<file path="config.mk">
export PLATFORM = sky130hd
export DESIGN_NAME = spi_transaction_sequencer_flat
export DESIGN_NICKNAME = d
export VERILOG_FILES = /design/src/rtl/spi_seq_pkg.sv /design/src/rtl/spi_transaction_sequencer_if.sv /design/src/rtl/spi_seq_timer.sv /design/src/rtl/spi_transaction_sequencer.sv /design/src/flat_wrapper.sv
export SDC_FILE = /design/constraint.sdc
export NUM_CORES = 1
export LEC_CHECK = 0
export CORE_MARGIN = 4
export CORE_UTILIZATION = 25
export CTS_CLUSTER_SIZE = 30
export DETAILED_ROUTE_END_ITERATION = 8
export GPL_ROUTABILITY_DRIVEN = 0
export GPL_TIMING_DRIVEN = 0
export PLACE_DENSITY_LB_ADDON = 0.08
export SYNTH_ARGS = -nofsm -noshare
export SYNTH_HDL_FRONTEND = slang
export SYNTH_SLANG_ARGS = --single-unit
</file>
<file path="constraint.sdc">
create_clock -name clk_i -period 2.35 [get_ports clk_i]
set_input_delay 0.235 -clock clk_i [delete_from_list [all_inputs] [get_ports clk_i]]
set_output_delay 0.235 -clock clk_i [all_outputs]
set_load 0.1 [all_outputs]
</file>
<file path="src/rtl/spi_seq_pkg.sv">
// -----------------------------------------------------------------------------
// spi_seq_pkg
// Shared types and constants for the SPI transaction sequencer.
//   seq_state_t  : sequencer FSM state (IDLE, ISSUE, WAIT, GAP), legacy 2-bit
//                  encoding kept explicit so external debug decoders still work
//   MODE_SINGLE  : one pass over addresses 0..last, then back to IDLE
//   MODE_CONT    : wrap to address 0 after last and keep going until en_i drops
// -----------------------------------------------------------------------------
package spi_seq_pkg;

  typedef enum logic [1:0] {
    ST_IDLE  = 2'd0,
    ST_ISSUE = 2'd1,
    ST_WAIT  = 2'd2,
    ST_GAP   = 2'd3
  } seq_state_t;

  localparam logic MODE_SINGLE = 1'b0;
  localparam logic MODE_CONT   = 1'b1;

endpackage

</file>
<file path="src/rtl/spi_transaction_sequencer_if.sv">
// -----------------------------------------------------------------------------
// spi_transaction_sequencer_if
// Control / SPI-handshake / register-file bundle around the sequencer.
//   master : PMOD control side plus SPI master (drives en/go/config/spi_done)
//   slave  : the sequencer itself (drives start, addr, wr_en and status)
// Signals:
//   en_i, go_i, mode_i, last_i[ADDR_W], gap_i[GAP_W], spi_done_i
//   start_o, addr_o[ADDR_W], wr_en_o, count_o[ADDR_W+1], busy_o,
//   burst_done_o, timeout_o
// -----------------------------------------------------------------------------
interface spi_transaction_sequencer_if #(
  parameter int DEPTH = 32,
  parameter int GAP_W = 8
) ();

  localparam int ADDR_W = $clog2(DEPTH);

  logic              en_i;
  logic              go_i;
  logic              mode_i;
  logic [ADDR_W-1:0] last_i;
  logic [GAP_W-1:0]  gap_i;
  logic              spi_done_i;
  logic              start_o;
  logic [ADDR_W-1:0] addr_o;
  logic              wr_en_o;
  logic [ADDR_W:0]   count_o;
  logic              busy_o;
  logic              burst_done_o;
  logic              timeout_o;

  modport master (
    output en_i, go_i, mode_i, last_i, gap_i, spi_done_i,
    input  start_o, addr_o, wr_en_o, count_o, busy_o, burst_done_o, timeout_o
  );

  modport slave (
    input  en_i, go_i, mode_i, last_i, gap_i, spi_done_i,
    output start_o, addr_o, wr_en_o, count_o, busy_o, burst_done_o, timeout_o
  );

endinterface

</file>
<file path="src/rtl/spi_seq_timer.sv">
// -----------------------------------------------------------------------------
// spi_seq_timer
// Loadable down-counter with a zero flag; it stops at zero rather than wrapping.
//   clk_i, reset_i : clock, asynchronous active-high reset
//   load_i         : load value_i (has priority over dec_i)
//   dec_i          : decrement by one when non-zero
//   value_i [W]    : load value
//   zero_o         : counter currently equals zero
// -----------------------------------------------------------------------------
module spi_seq_timer #(
  parameter int W = 8
) (
  input  logic         clk_i,
  input  logic         reset_i,
  input  logic         load_i,
  input  logic         dec_i,
  input  logic [W-1:0] value_i,
  output logic         zero_o
);

  logic [W-1:0] count_q;

  // NOTE: sequential state uses non-blocking (<=) so every register samples
  // pre-edge values regardless of block ordering.
  always_ff @(posedge clk_i or posedge reset_i) begin
    if (reset_i) begin
      count_q <= '0;
    end else if (load_i) begin
      count_q <= value_i;
    end else if (dec_i && (count_q != '0)) begin
      count_q <= count_q - 1'b1;
    end
  end

  assign zero_o = (count_q == '0);

endmodule

</file>
<file path="src/rtl/spi_transaction_sequencer.sv">
// -----------------------------------------------------------------------------
// spi_transaction_sequencer
// Walks register addresses 0..last issuing one SPI transaction per address:
// start pulse, wait for spi_done, write strobe, optional idle gap, next address.
// Single-shot or continuous (wrap-around), with a WAIT watchdog.
//   clk_i, reset_i : clock, asynchronous active-high reset
//   bus (slave)    : en/go/mode/last/gap/spi_done in;
//                    start/addr/wr_en/count/busy/burst_done/timeout out
// Parameters: DEPTH (register-file entries), GAP_W (gap field width),
//             TIMEOUT (max WAIT cycles, 0 = watchdog disabled)
// -----------------------------------------------------------------------------
module spi_transaction_sequencer
  import spi_seq_pkg::*;
#(
  parameter int DEPTH   = 32,
  parameter int GAP_W   = 8,
  parameter int TIMEOUT = 1024
) (
  input logic                       clk_i,
  input logic                       reset_i,
  spi_transaction_sequencer_if.slave bus
);

  localparam int ADDR_W = $clog2(DEPTH);
  localparam int WD_W   = (TIMEOUT > 0) ? $clog2(TIMEOUT + 1) : 1;
  localparam bit WD_EN  = (TIMEOUT > 0);
  // Compared one bit wider so that a power-of-two DEPTH still clamps cleanly.
  localparam logic [ADDR_W:0] MAX_LAST = (ADDR_W + 1)'(DEPTH - 1);

  seq_state_t        state_q, state_d;
  logic              mode_q;
  logic [ADDR_W-1:0] last_q;
  logic [GAP_W-1:0]  gap_q;
  logic [ADDR_W-1:0] addr_q, addr_d;
  logic [ADDR_W:0]   count_q, count_d;
  logic              burst_done_q, burst_done_d;
  logic              timeout_q, timeout_d;
  logic              latch_cfg;
  logic              gap_load, gap_dec, gap_zero;
  logic              wd_load, wd_dec, wd_zero;
  logic              done_ok;
  seq_state_t        after_done;

  // spi_done only counts while waiting and enabled; abort beats a late done.
  assign done_ok    = bus.en_i && bus.spi_done_i && (state_q == ST_WAIT);
  // A zero gap skips the GAP state entirely.
  assign after_done = (gap_q == '0) ? ST_ISSUE : ST_GAP;

  always_comb begin
    // NOTE: every always_comb output gets a default first so no path leaves it
    // unassigned, which would otherwise infer a latch.
    state_d      = state_q;
    addr_d       = addr_q;
    count_d      = count_q;
    burst_done_d = 1'b0;
    timeout_d    = timeout_q;
    latch_cfg    = 1'b0;
    gap_load     = 1'b0;
    gap_dec      = 1'b0;
    wd_load      = 1'b0;
    wd_dec       = 1'b0;

    if (!bus.en_i) begin
      state_d = ST_IDLE;
      addr_d  = '0;
      count_d = '0;
    end else begin
      case (state_q)
        ST_IDLE: begin
          if (bus.go_i) begin
            state_d   = ST_ISSUE;
            addr_d    = '0;
            timeout_d = 1'b0;
            latch_cfg = 1'b1;
          end
        end
        ST_ISSUE: begin
          state_d = ST_WAIT;
          wd_load = 1'b1;
        end
        ST_WAIT: begin
          if (done_ok) begin
            count_d  = count_q + 1'b1;
            gap_load = (gap_q != '0);
            if (addr_q == last_q) begin
              burst_done_d = 1'b1;
              addr_d       = '0;
              state_d      = (mode_q == MODE_SINGLE) ? ST_IDLE : after_done;
              if (mode_q == MODE_SINGLE) gap_load = 1'b0;
            end else begin
              addr_d  = addr_q + 1'b1;
              state_d = after_done;
            end
          end else if (WD_EN && wd_zero) begin
            timeout_d = 1'b1;
            state_d   = ST_IDLE;
            addr_d    = '0;
          end else begin
            wd_dec = 1'b1;
          end
        end
        ST_GAP: begin
          if (gap_zero) state_d = ST_ISSUE;
          else          gap_dec = 1'b1;
        end
        default: state_d = ST_IDLE;
      endcase

      // A new pass starts whenever ISSUE is entered at address 0.
      if ((state_d == ST_ISSUE) && (addr_d == '0)) count_d = '0;
    end
  end

  always_ff @(posedge clk_i or posedge reset_i) begin
    if (reset_i) begin
      state_q      <= ST_IDLE;
      mode_q       <= MODE_SINGLE;
      last_q       <= '0;
      gap_q        <= '0;
      addr_q       <= '0;
      count_q      <= '0;
      burst_done_q <= 1'b0;
      timeout_q    <= 1'b0;
    end else begin
      state_q      <= state_d;
      addr_q       <= addr_d;
      count_q      <= count_d;
      burst_done_q <= burst_done_d;
      timeout_q    <= timeout_d;
      if (latch_cfg) begin
        mode_q <= bus.mode_i;
        last_q <= ({1'b0, bus.last_i} > MAX_LAST) ? MAX_LAST[ADDR_W-1:0] : bus.last_i;
        gap_q  <= bus.gap_i;
      end
    end
  end

  // Loaded with n-1 so the zero flag marks the n-th cycle of the interval.
  spi_seq_timer #(.W(GAP_W)) u_gap_timer (
    .clk_i   (clk_i),
    .reset_i (reset_i),
    .load_i  (gap_load),
    .dec_i   (gap_dec),
    .value_i (gap_q - 1'b1),
    .zero_o  (gap_zero)
  );

  spi_seq_timer #(.W(WD_W)) u_wd_timer (
    .clk_i   (clk_i),
    .reset_i (reset_i),
    .load_i  (wd_load),
    .dec_i   (wd_dec),
    .value_i (WD_W'(TIMEOUT - 1)),
    .zero_o  (wd_zero)
  );

  assign bus.start_o      = (state_q == ST_ISSUE);
  assign bus.addr_o       = addr_q;
  assign bus.wr_en_o      = done_ok;
  assign bus.count_o      = count_q;
  assign bus.busy_o       = (state_q != ST_IDLE);
  assign bus.burst_done_o = burst_done_q;
  assign bus.timeout_o    = timeout_q;

endmodule

</file>
<file path="src/flat_wrapper.sv">
// flat-port wrapper written by rule: the top's interface ports become plain ports
module spi_transaction_sequencer_flat import spi_seq_pkg::*;
#(
  parameter int DEPTH   = 32,
  parameter int GAP_W   = 8,
  parameter int TIMEOUT = 1024
)
  (clk_i, reset_i, bus_en_i, bus_go_i, bus_mode_i, bus_last_i, bus_gap_i, bus_spi_done_i, bus_start_o, bus_addr_o, bus_wr_en_o, bus_count_o, bus_busy_o, bus_burst_done_o, bus_timeout_o);
  spi_transaction_sequencer_if #(.DEPTH(DEPTH), .GAP_W(GAP_W)) bus_i ();
  input logic clk_i;
  input logic reset_i;
  input wire logic [$bits(bus_i.en_i)-1:0] bus_en_i;
  input wire logic [$bits(bus_i.go_i)-1:0] bus_go_i;
  input wire logic [$bits(bus_i.mode_i)-1:0] bus_mode_i;
  input wire logic [$bits(bus_i.last_i)-1:0] bus_last_i;
  input wire logic [$bits(bus_i.gap_i)-1:0] bus_gap_i;
  input wire logic [$bits(bus_i.spi_done_i)-1:0] bus_spi_done_i;
  output wire logic [$bits(bus_i.start_o)-1:0] bus_start_o;
  output wire logic [$bits(bus_i.addr_o)-1:0] bus_addr_o;
  output wire logic [$bits(bus_i.wr_en_o)-1:0] bus_wr_en_o;
  output wire logic [$bits(bus_i.count_o)-1:0] bus_count_o;
  output wire logic [$bits(bus_i.busy_o)-1:0] bus_busy_o;
  output wire logic [$bits(bus_i.burst_done_o)-1:0] bus_burst_done_o;
  output wire logic [$bits(bus_i.timeout_o)-1:0] bus_timeout_o;
  assign bus_i.en_i = bus_en_i;
  assign bus_i.go_i = bus_go_i;
  assign bus_i.mode_i = bus_mode_i;
  assign bus_i.last_i = bus_last_i;
  assign bus_i.gap_i = bus_gap_i;
  assign bus_i.spi_done_i = bus_spi_done_i;
  assign bus_start_o = bus_i.start_o;
  assign bus_addr_o = bus_i.addr_o;
  assign bus_wr_en_o = bus_i.wr_en_o;
  assign bus_count_o = bus_i.count_o;
  assign bus_busy_o = bus_i.busy_o;
  assign bus_burst_done_o = bus_i.burst_done_o;
  assign bus_timeout_o = bus_i.timeout_o;
  spi_transaction_sequencer #(.DEPTH(DEPTH), .GAP_W(GAP_W), .TIMEOUT(TIMEOUT)) u_core (.clk_i(clk_i), .reset_i(reset_i), .bus(bus_i));
endmodule
</file>
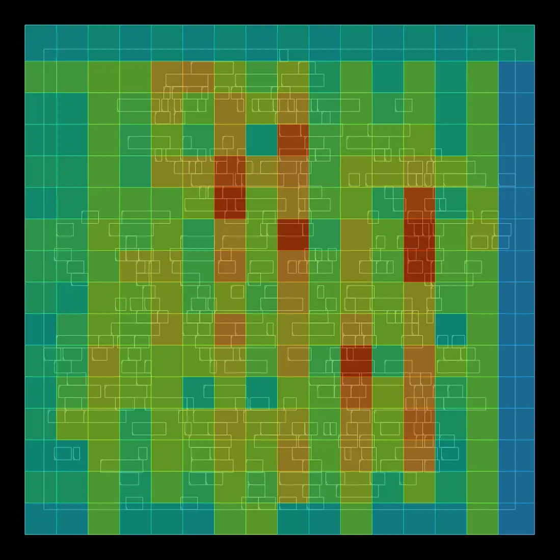
**Above:** run 1 (routing congestion).
met3 Track Usage GR: 2.337%
gr busiest metal: met2
WL per Instance: 15.14 µm

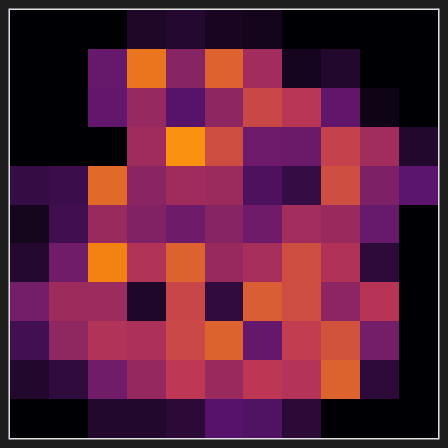
**Above:** run 1 (local utilization).
The die is cut into 11 by 11 equal tiles; black is low, pale yellow is high, 0 to 100% covered.
The fullest tile reaches 76%. 22% of the tiles are nearly empty. 0.80% of the tiles are over 75% full. The mean over all tiles is 27%.
Core Box Area: 0.01037 mm²
Initial Util: 25.77%
final core occ: 33.94%

==> impl_metrics.env, run 1 <==
# implementation run metrics
export IMPL_outcome="finished, final reports clean"
export IMPL_ys_flops=48
export IMPL_period_needed_ns=2.337
export IMPL_cts_num_sinks=48
export IMPL_rsz0062_at_grt="yes"
export IMPL_path_clk_slew_ns=0.10
export IMPL_sw_frac_of_total_pct=34.32
export IMPL_crit_arrival_ns=2.53
export IMPL_synthArstFlopShare_pct=100.0
export IMPL_hold_buffers=0
export IMPL_crit_chain="or4_4 > nor2_4 > nand3b_1 > nand2_4 > mux2i_1 > ha_2 > nand2_2 > nor3_2 > xnor2_1 > mux2i_1"
export IMPL_clockBufferCount=6
export IMPL_seq_cell_count=48
export IMPL_p_per_area_mw_per_mm2=739.6
export IMPL_dpl_hpwl_um=4877
export IMPL_finish_net_count=331
export IMPL_die_h_um=111.4
export IMPL_wirelength_um=6723
export IMPL_clock_path_buffers=2
export IMPL_power_frac_clock_pct=22.9
export IMPL_tool_warnings=29
export IMPL_synth_nets=275
export IMPL_cts_resized=12
export IMPL_port_buffers=34
export IMPL_timing_rr_start="u_core.gap_q[0]"
export IMPL_fin_total_pwr_w=0.002603
export IMPL_cts_tree="yes"
export IMPL_cap_violations=0
export IMPL_worst_pin_slew_ns=0.9764
export IMPL_placed_area_mm2=0.003229
export IMPL_final_common_cell="dfrtp_1"
export IMPL_xor_area_share_pct=10.49
export IMPL_drv_slew=0
export IMPL_endpoint="u_core.u_gap_timer.count_q[6]"
export IMPL_vias=2066
export IMPL_irDropWorstVdd_mv=0.2880
export IMPL_ys_seq_share_pct=44.94
export IMPL_post_place_ws_ns=-0.6142
export IMPL_dieWidth_um=111.4
export IMPL_yosys_cells=251
export IMPL_start_kind="register"
export IMPL_hold_viol_final=0
export IMPL_fp_dieArea_mm2=0.01241
export IMPL_r2r_cells=10
export IMPL_power_clock_w=0.000597
export IMPL_num_nonclk_inverters=8
export IMPL_maxPowerGroup="registers"
export IMPL_ys_warn_count=0
export IMPL_period_used_pct=99.45
export IMPL_holdWs_ns=0.2774
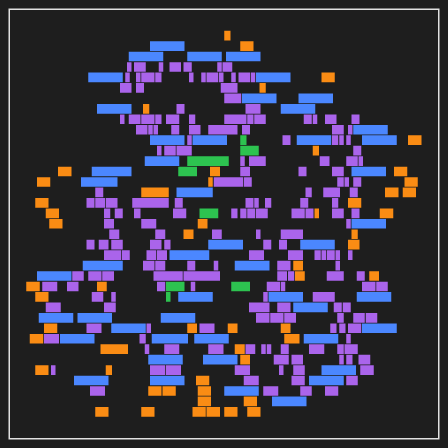
**Above:** run 1 (placement by cell class).
Key: sequential cells = blue [cells 48, share of their area 36%]; remaining buffers and delay cells = orange [cells 55, share of their area 15%]; combinational and other logic = purple [cells 197, share of their area 46%]; clock drivers and dummy loads = green [cells 8, share of their area 3.2%]
Seq/total area: 34.55%
Placement Rows: 37
Final Cell Area: 0.003520 mm²

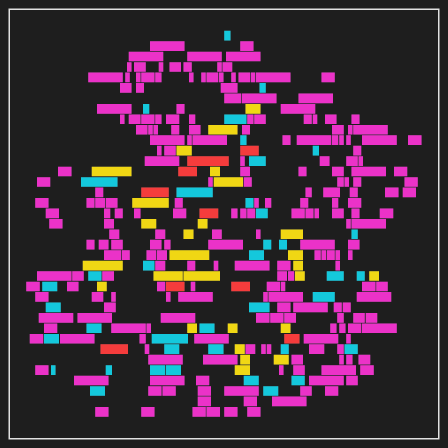
**Above:** run 1 (sizing map).
Key: _2 cells = cyan [cells 39, most used mux2_2]; _6 and larger = red [cells 9, most used clkbuf_8]; _3 and _4 cells = yellow [cells 27, most used buf_4]; _0 and _1 cells = magenta [cells 233, most used dfrtp_1]
nonclk buf count: 55
Synth-to-Final Area Change: 31.69%
Setup WS post-layout: 0.01302 ns

run 1: cell usage after synthesis, types with 5 or more instances:
| cell | count | area (µm²) |
|---|---|---|
| mux2i_1 | 9 | 90.09 |
| nand3_1 | 7 | 35.03 |
| xor2_1 | 15 | 131.4 |
| nor2b_1 | 6 | 37.54 |
| inv_1 | 8 | 30.03 |
| a21oi_1 | 8 | 40.04 |
| mux2_2 | 13 | 146.4 |
| ha_1 | 5 | 62.56 |
| nor4_1 | 6 | 37.54 |
| dfrtp_1 | 48 | 1201 |
| nand2_1 | 24 | 90.09 |
| a31oi_1 | 8 | 50.05 |
| nor2_1 | 15 | 56.30 |
| nor3_1 | 8 | 40.04 |
| xnor2_1 | 17 | 148.9 |
run 1: registers in the layout, indices dropped and copies added, names as in the netlist:
register / flops
u_core.u_wd_timer.count_q: 11
u_core.gap_q: 8
u_core.u_gap_timer.count_q: 8
u_core.bus.count_o: 6
u_core.bus.addr_o: 5
u_core.last_q: 5
u_core.state_q: 2
u_core.bus.burst_done_o: 1
u_core.bus.timeout_o: 1
u_core.mode_q: 1
run 1: per-layer routing:
| metal | wire length (µm) | vias to the layer above |
|---|---|---|
| li1 | - | 1021 |
| met1 | 3407 | 1002 |
| met2 | 3038 | 36 |
| met3 | 186 | 7 |
| met4 | 91 | 0 |
| met5 | 0 | - |
run 1: cell families (layout without fill, tap and decap cells):
group	count (synthesis)	after routing
adders and majority gates	5	5
muxes	23	23
buffers and inverters	14	71
DFF	48	48
AOI/OAI and AO/OA	36	36
xor gates and xnor gates	32	32
and+or+nand+nor	93	93
**Run 1: where the registers sit**

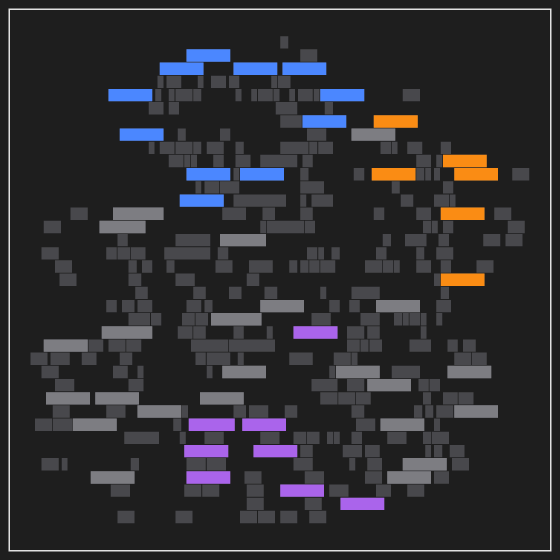

==> run 2, diff against run 1 <==
--- a/config.mk
+++ b/config.mk
@@ -6,12 +6,13 @@
 export NUM_CORES = 1
 export LEC_CHECK = 0
 export CORE_MARGIN = 4
-export CORE_UTILIZATION = 25
+export CORE_UTILIZATION = 30
 export CTS_CLUSTER_SIZE = 30
 export DETAILED_ROUTE_END_ITERATION = 8
 export GPL_ROUTABILITY_DRIVEN = 0
 export GPL_TIMING_DRIVEN = 0
 export PLACE_DENSITY_LB_ADDON = 0.08
+export SLEW_MARGIN = 20
 export SYNTH_ARGS = -nofsm -noshare
 export SYNTH_HDL_FRONTEND = slang
 export SYNTH_SLANG_ARGS = --single-unit
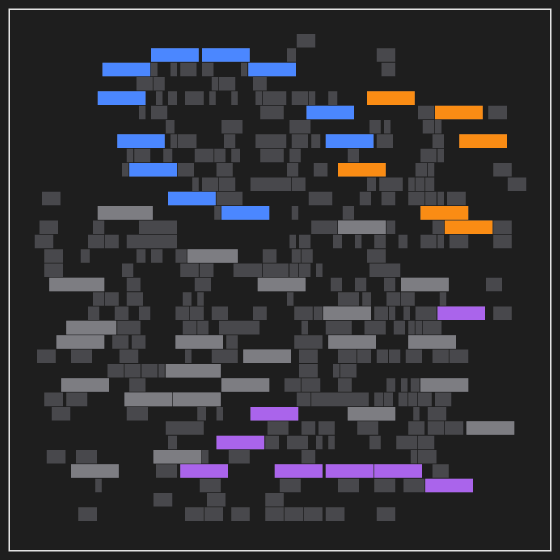
**Above:** run 2 (where the registers sit).
Key: `u_core.gap_q` = purple [flops 8]; `u_core.u_wd_timer.count_q` = blue [flops 11]; `u_core.bus.count_o` = orange [flops 6, where top right]
Seq/total area: 35.43%
Flop area: 0.001215 mm²

==> impl_metrics.env, run 2 <==
# implementation run metrics
export IMPL_outcome="finished, violations left"
export IMPL_violations="negative setup slack"
export IMPL_setup_viol=3
export IMPL_hold_viol_final=0
export IMPL_placed_area_mm2=0.003194
export IMPL_met1_length_um=3212
export IMPL_top_area_cell="dfrtp_1"
export IMPL_worst_pin_slew_ns=0.9709
export IMPL_endpoint="u_core.u_gap_timer.count_q[6]"
export IMPL_avgRoutedWirePerCell_um=15.26
export IMPL_fp_util_pct=30.80
export IMPL_vias=2001
export IMPL_dieWidth_um=102.4
export IMPL_clock_path_buffers=2
export IMPL_tool_warnings=30
export IMPL_post_place_ws_ns=-0.6161
export IMPL_fp_dieArea_mm2=0.01048
export IMPL_wl_met3_um=192
export IMPL_dpl_hpwl_um=4531
export IMPL_top_area_share_pct=44.94
export IMPL_wirelength_um=6319
export IMPL_areaGrowthSynthToFinish_pct=28.32
export IMPL_period_needed_ns=2.404
export IMPL_top_cell="dfrtp_1"
export IMPL_regMostFlops="u_core.u_wd_timer.count_q"
export IMPL_setup_ws_ns=-0.05435
export IMPL_largest_reg_flops=11
export IMPL_cts_tree="yes"
export IMPL_ys_seq_share_pct=44.94
export IMPL_rsz0062_at_grt="yes"
export IMPL_top_regs="u_core.u_wd_timer.count_q: 11 flops, u_core.gap_q: 8 flops, u_core.u_gap_timer.count_q: 8 flops"
export IMPL_hold_buffers=0
export IMPL_cap_violations=0
export IMPL_timing_rr_start="u_core.gap_q[0]"
export IMPL_dr_wl_met2_um=2849
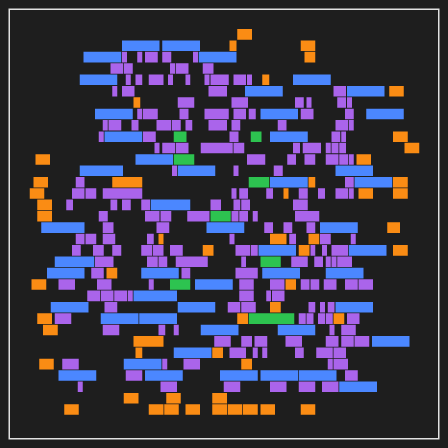
**Above:** run 2 (placement by cell class).
Key: sequential cells = blue [cells 48, share of their area 37%]; combinational and other logic = purple [cells 197, share of their area 45%]; remaining buffers and delay cells = orange [cells 53, share of their area 15%]; clock drivers and dummy loads = green [cells 8, share of their area 3.5%]
final core occ: 39.52%
Placement Rows: 34
Core Box Area: 0.008678 mm²

[run 2: cell counts after synthesis]
No cell type changed its count.
[run 2: logic make-up after synthesis]
| group | synth area share, % |
|---|---|
| AND-OR/OR-AND | 11.33 |
| XOR/XNOR | 10.49 |
| adder cells (fa/ha/maj) | 2.341 |
| buffers and inverters | 2.154 |
| flip-flops | 44.94 |
| multiplexers | 9.270 |
| AND/OR/NAND/NOR | 19.48 |
[run 2: what timing repair did]
item,in CTS,in global routing
gates resized,10,7
endpoints found under the setup margin,13,18
pin swaps,5,5
buffers inserted,11,1
[run 2: report_power, final]
group	switching (W)	internal [W]	total, W
Combinational	0.000430	0.000376	0.000806
Clock	0.000305	0.000321	0.000626
Sequential	0.000161	0.000993	0.00115
[run 2: through the flow]
step / setup TNS, ns / utilization, % / cells / hold WS, ns
floorplan: -0.1703 / - / 251 / 0.3518
global placement: -13.39 / 36.58 / 393 / 0.5079
detailed placement: -4.829 / 36.81 / 394 / 0.5065
CTS: -0.07119 / 39.30 / 413 / 0.2467
global route: -0.5933 / 39.52 / 414 / 0.2840
finish: -0.1042 / 39.52 / 414 / 0.2367
[run 2: critical path, cell delays in order, from the launching register on]
cell and delay [ns]:
dfrtp_1 0.39, or4_4 0.56, nor2_4 0.12, nand3b_1 0.16, nand2_4 0.13, mux2i_1 0.21
ha_2 0.25, buf_6 0.11, nand4b_1 0.10, xor2_1 0.17, mux2i_1 0.14
[run 2: final cells by class]
cell class,count,area share (%)
tap,108,3.940
clock inverter,3,1.350
inverter,8,0.8756
clock buffer,5,2.007
multi-input combinational,189,42.25
timing repair buffer,47,13.35
sequential,48,35.43
buffer,6,0.8026
**Run 2: routing congestion**

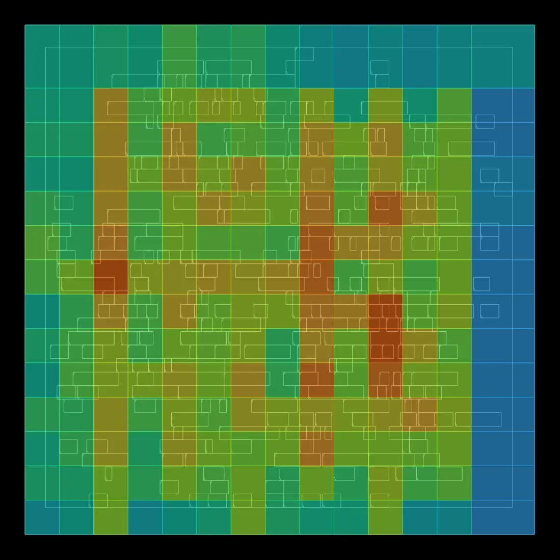

==> run 3, diff against run 2 <==
--- a/config.mk
+++ b/config.mk
@@ -15,4 +15,5 @@
 export SLEW_MARGIN = 20
 export SYNTH_ARGS = -nofsm -noshare
 export SYNTH_HDL_FRONTEND = slang
+export SYNTH_HIERARCHICAL = 1
 export SYNTH_SLANG_ARGS = --single-unit
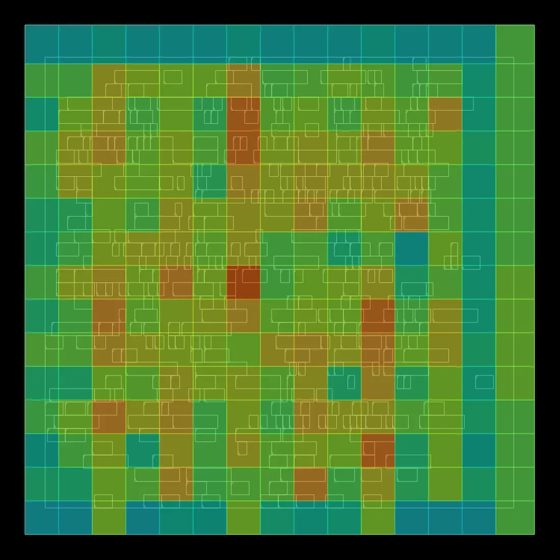
**Above:** run 3 (routing congestion).
GR Util met2: 20.71%
WL per Instance: 14.25 µm
global-route usage over all layers: 12.80%
met3 Track Usage GR: 2.343%
final core occ: 42.09%

==> impl_metrics.env, run 3 <==
# implementation run metrics
export IMPL_top_cell="dfrtp_1"
export IMPL_hold_buffers=0
export IMPL_ys_flops=48
export IMPL_post_place_ws_ns=-0.4577
export IMPL_cap_violations=0
export IMPL_cp_depth=11
export IMPL_power_switching_w=0.001074
export IMPL_outcome="finished, final reports clean"
export IMPL_clock_path_buffers=2
export IMPL_comb_power_share_pct=38.8
export IMPL_r2r_cells=11
export IMPL_cp_slowest_cell="dfrtp_1"
export IMPL_cpMostUsedCell="buf_6"
export IMPL_vias=2326
export IMPL_regMostFlops="u_core/u_wd_timer/count_q"
export IMPL_topCellsByArea="dfrtp_1 (43%), nand2_1 (5.5%), mux2_2 (4.8%), xnor2_1 (4.1%), o21ai_0 (3.6%)"
export IMPL_top_area_share_pct=42.95
export IMPL_start_kind="register"
export IMPL_timing_rr_start="u_core/u_wd_timer/count_q[1]"
export IMPL_maxPowerGroup="registers"
export IMPL_top_area_cell="dfrtp_1"
export IMPL_yosys_cells=299
export IMPL_power_frac_clock_pct=17.9
export IMPL_worst_path_buf_inv=4
export IMPL_p_int_w=0.001835
export IMPL_top_cells_by_count="dfrtp_1 (48), nand2_1 (41), o21ai_0 (20)"
export IMPL_crit_family="AND-OR/OR-AND gates"
export IMPL_rows=34
export IMPL_sw_frac_of_total_pct=36.92
export IMPL_crit_arrival_ns=2.54
export IMPL_areaGrowthSynthToFinish_pct=33.83
export IMPL_worst_pin_slew_ns=0.9735
export IMPL_setup_ws_ns=0.007314
export IMPL_largest_reg_flops=11
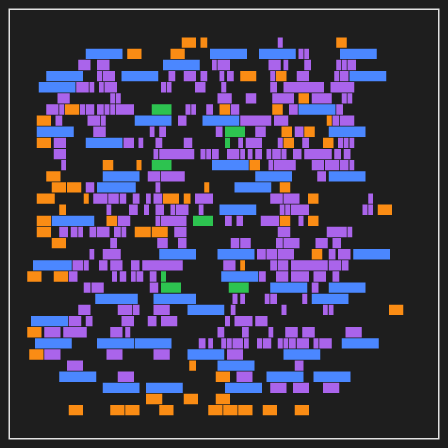
**Above:** run 3 (placement by cell class).
Key: combinational and other logic = purple [cells 252, share of their area 49%]; remaining buffers and delay cells = orange [cells 62, share of their area 15%]; clock drivers and dummy loads = green [cells 8, share of their area 2.5%]; sequential cells = blue [cells 48, share of their area 34%]
Core Box Area: 0.008891 mm²
Final Cell Area: 0.003742 mm²
Seq/total area: 32.46%

[run 3: cell families (layout without fill, tap and decap cells)]
| kind of cell | Yosys count | count (layout) | synth area share [%] |
|---|---|---|---|
| adders and majority gates | 6 | 6 | 2.684 |
| AOI/OAI and AO/OA | 69 | 69 | 16.20 |
| xor gates and xnor gates | 22 | 22 | 7.159 |
| and+or+nand+nor | 113 | 113 | 21.43 |
| other | 2 | 11 | 0.2686 |
| DFF | 48 | 48 | 42.95 |
| buffers and inverters | 25 | 87 | 3.713 |
| muxes | 14 | 14 | 5.593 |
[run 3: area by class of cell]
class | count | area, µm² | area share [%]
plain buffers | 8 | 40.04 | 1.070
repair buffers | 54 | 495.5 | 13.24
clock buffers | 8 | 90.09 | 2.407
well taps | 108 | 135.1 | 3.611
multi-input cells | 235 | 1700 | 45.44
inverters | 17 | 66.31 | 1.772
flip-flops and latches | 48 | 1215 | 32.46
[run 3: routing by layer]
layer	vias up	wire, µm	GRT usage [%]
met4	0	66	3.134
met3	6	165	2.343
li1	1183	-	-
met1	1112	3456	17.77
met2	25	3124	20.71
met5	-	0	0
[run 3: stage by stage]
step	setup TNS, ns	hold WS [ns]	total power (W)	area (µm²)	instances
finish	0	0.2643	0.002909	3742	478
global route	-0.7597	0.3068	0.003128	3742	478
CTS	-0.01435	0.2606	0.002813	3608	473
detailed placement	-6.301	0.5230	0.002160	3373	450
global placement	-6.153	0.5192	0.002144	3373	450
floorplan	-0.05217	0.05066	0.001933	2898	308
[run 3: what timing repair did]
item	in CTS	in global routing
setup buffers	15	5
pin swaps	10	15
endpoints found under the setup margin	16	24
resized	13	35
No activity file was given, so power comes from the tool's default toggle rates.
